clock_wires.png
Scale: 4 px per µm.
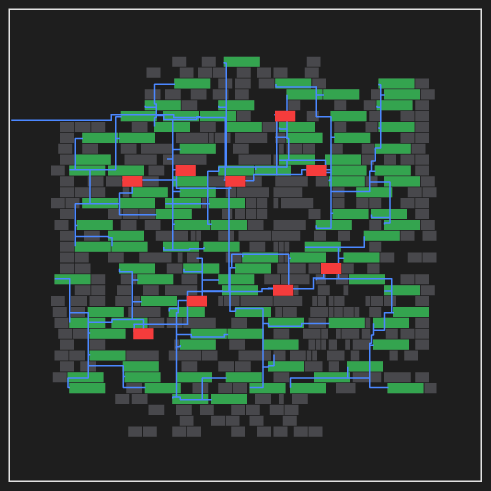
clock_nets.png
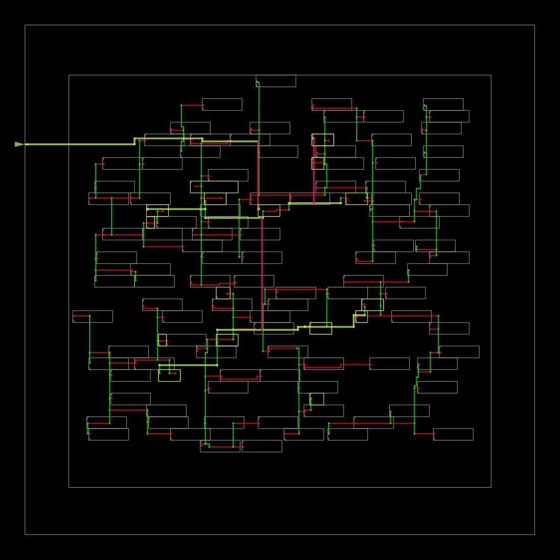
pinout.png
Scale: 2 px per µm. Pins as bars across the die edge, other pins in grey.
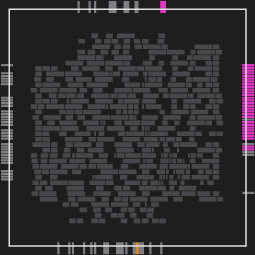
m2.png
Scale: 3 px per µm. Cells faint in the background.
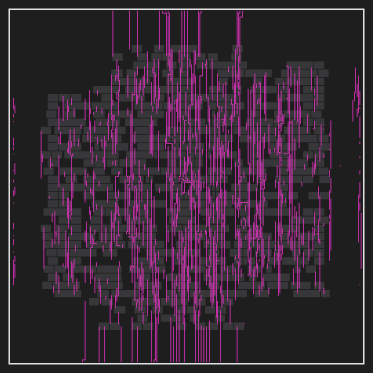
**src/rtl/rca_seq_adder.sv**
```systemverilog
// Multi-cycle W-bit adder: one N-bit chunk per clock through a single ripple-carry
// adder, with the chunk carry-out registered into the next chunk's carry-in.

module rca #(
  parameter int N = 8
) (
  input  logic [N-1:0] A,
  input  logic [N-1:0] B,
  input  logic         Cin,
  output logic [N-1:0] Sum,
  output logic         Cout
);

  logic [N:0] w_c;

  assign w_c[0] = Cin;

  for (genvar i = 0; i < N; i++) begin : g_fa
    assign Sum[i]   = A[i] ^ B[i] ^ w_c[i];
    assign w_c[i+1] = (A[i] & B[i]) | (w_c[i] & (A[i] ^ B[i]));
  end

  assign Cout = w_c[N];

endmodule

module rca_seq_adder #(
  parameter  int N      = 8,
  parameter  int CHUNKS = 4,
  localparam int W      = N * CHUNKS
) (
  input  logic         clk,
  input  logic         rst,
  input  logic         start,
  input  logic [W-1:0] A,
  input  logic [W-1:0] B,
  input  logic         Cin,
  output logic         busy,
  output logic         done,
  output logic [W-1:0] Sum,
  output logic         Cout
);

  localparam int            IW       = (CHUNKS > 1) ? $clog2(CHUNKS) : 1;
  localparam logic [IW-1:0] LAST_IDX = IW'(CHUNKS - 1);

  typedef enum logic [1:0] {
    IDLE,
    RUN,
    DONE
  } state_t;

  state_t        r_state;
  state_t        w_next;

  logic [W-1:0]  r_opa;
  logic [W-1:0]  r_opb;
  logic [W-1:0]  r_sum;
  logic          r_carry;
  logic          r_cout;
  logic [IW-1:0] r_idx;

  logic [N-1:0]  w_a_chunk;
  logic [N-1:0]  w_b_chunk;
  logic [N-1:0]  w_chunk_sum;
  logic          w_chunk_cout;
  logic          w_accept;
  logic          w_last;

  assign w_a_chunk = r_opa[int'(r_idx) * N +: N];
  assign w_b_chunk = r_opb[int'(r_idx) * N +: N];
  assign w_accept  = (r_state == IDLE) && start;
  assign w_last    = (r_idx == LAST_IDX);

  rca #(
    .N(N)
  ) u_rca (
    .A   (w_a_chunk),
    .B   (w_b_chunk),
    .Cin (r_carry),
    .Sum (w_chunk_sum),
    .Cout(w_chunk_cout)
  );

  always_ff @(posedge clk or posedge rst) begin
    if (rst) begin
      r_state <= IDLE;
    end else begin
      r_state <= w_next;
    end
  end

  always_comb begin
    w_next = r_state;
    busy   = 1'b0;
    done   = 1'b0;
    unique case (r_state)
      IDLE: begin
        if (start) w_next = RUN;
      end
      RUN: begin
        busy = 1'b1;
        if (w_last) w_next = DONE;
      end
      DONE: begin
        done   = 1'b1;
        w_next = IDLE;
      end
      default: w_next = IDLE;
    endcase
  end

  // Operands are only captured on an accepted start, so input changes while
  // RUN/DONE cannot disturb the in-flight result.
  always_ff @(posedge clk or posedge rst) begin
    if (rst) begin
      r_opa   <= '0;
      r_opb   <= '0;
      r_sum   <= '0;
      r_carry <= 1'b0;
      r_cout  <= 1'b0;
      r_idx   <= '0;
    end else if (w_accept) begin
      r_opa   <= A;
      r_opb   <= B;
      r_carry <= Cin;
      r_idx   <= '0;
    end else if (r_state == RUN) begin
      r_sum[int'(r_idx) * N +: N] <= w_chunk_sum;
      r_carry                     <= w_chunk_cout;
      if (w_last) begin
        r_cout <= w_chunk_cout;
      end else begin
        r_idx <= r_idx + 1'b1;
      end
    end
  end

  assign Sum  = r_sum;
  assign Cout = r_cout;

endmodule
```
**config.mk**
```make
export PLATFORM = sky130hd
export DESIGN_NAME = rca_seq_adder
export DESIGN_NICKNAME = d
export VERILOG_FILES = /design/src/rtl/rca_seq_adder.sv
export SDC_FILE = /design/constraint.sdc
export NUM_CORES = 1
export LEC_CHECK = 0
export CAP_MARGIN = 20
export CORE_MARGIN = 10
export CORE_UTILIZATION = 47
export CTS_BUF_LIST = sky130_fd_sc_hd__clkbuf_8
export DETAILED_ROUTE_END_ITERATION = 10
export PLACE_DENSITY = 0.76
export SLEW_MARGIN = 30
export SYNTH_ARGS = -nofsm -noshare
export SYNTH_HDL_FRONTEND = slang
export SYNTH_SLANG_ARGS = --single-unit
export TNS_END_PERCENT = 50
```
**constraint.sdc**
```tcl
create_clock -name clk -period 4.4 [get_ports clk]
set_clock_uncertainty 0.1 [all_clocks]
set_input_delay 1.1 -clock clk [delete_from_list [all_inputs] [get_ports clk]]
set_output_delay 1.1 -clock clk [all_outputs]
set_load 0.1 [all_outputs]
```
==> flow_summary_export.csv <==
group,metric,value,unit
run_status,status,"finished clean",
pwr,p_leak,0.00247,µW
pwr,p_seq,1560,µW
worst_setup_path,required,4550,ps
layout,layout_top_cells,"dfrtp_1, clkdlybuf4s50_1, mux2_2",
pwr,p_sw_share,43.7,%
routing,wl_met2,5000,µm
logic_synthesis,synthAoiAreaFrac,6.48,%
layout,sh_comb_area,30.3,%
pwr,pwr-share-comb,56.8,%
die,rows,35,
logic_synthesis,synthesis.nets,371,
logic_synthesis,ys_top_logic_family,"multiplexers",
sta,slew_viol_final,0,
logic_synthesis,synth.distinct_cells,27,
hold_path,holdCritStartpoint,"Sum[30]$_DFFE_PP0P_",
worst_setup_path,crit_cells,14,
layout,nFillCells,724,
logic_synthesis,numSynthFlops,102,
logic_synthesis,ys_warn_count,0,
worst_setup_path,cpMostUsedCell,"fa_1",
clocking,tritoncts,"yes",
logic_synthesis,edf_count,0,
logic_synthesis,area_leaders,"dfrtp_1, mux2_2, mux4_2",
pwr,total_power,4970,µW
worst_setup_path,start_kind,"register",
grt,grtUsageMet2,25.1,%
worst_setup_path,crit_fanout,3,
layout,area_growth,31.4,%
sta,min_period,4220,ps
logic_synthesis,synth_area_leader_cell,"dfrtp_1",
worst_setup_path,r2r_end,"Sum[15]$_DFFE_PP0P_",
placement,post-place-ws,17.9,ps
hold_path,hold_end,"Sum[30]$_DFFE_PP0P_",
Back to the opening pictures, clock_wires.png:
Key: red = clock-net drivers [count 9]; green = flip-flops [count 102]; blue = clock wires [length 1070 µm]
There are 10 routed clock nets.

Back to the opening pictures, clock_nets.png:
Clock group: 581 µW
num sequential: 102
CTS Buf Count: 9
clk latency late pin: 360 ps

Back to the opening pictures, pinout.png:
Key: orange = Cin [pins 1, direction input, edge south]; magenta = Sum [pins 32, direction output, edge 29 east, 3 north]

Back to the opening pictures, m2.png:
The wires run mostly vertical. The layer carries 5000 µm of wire.

No activity file was given, so power comes from the tool's default toggle rates.
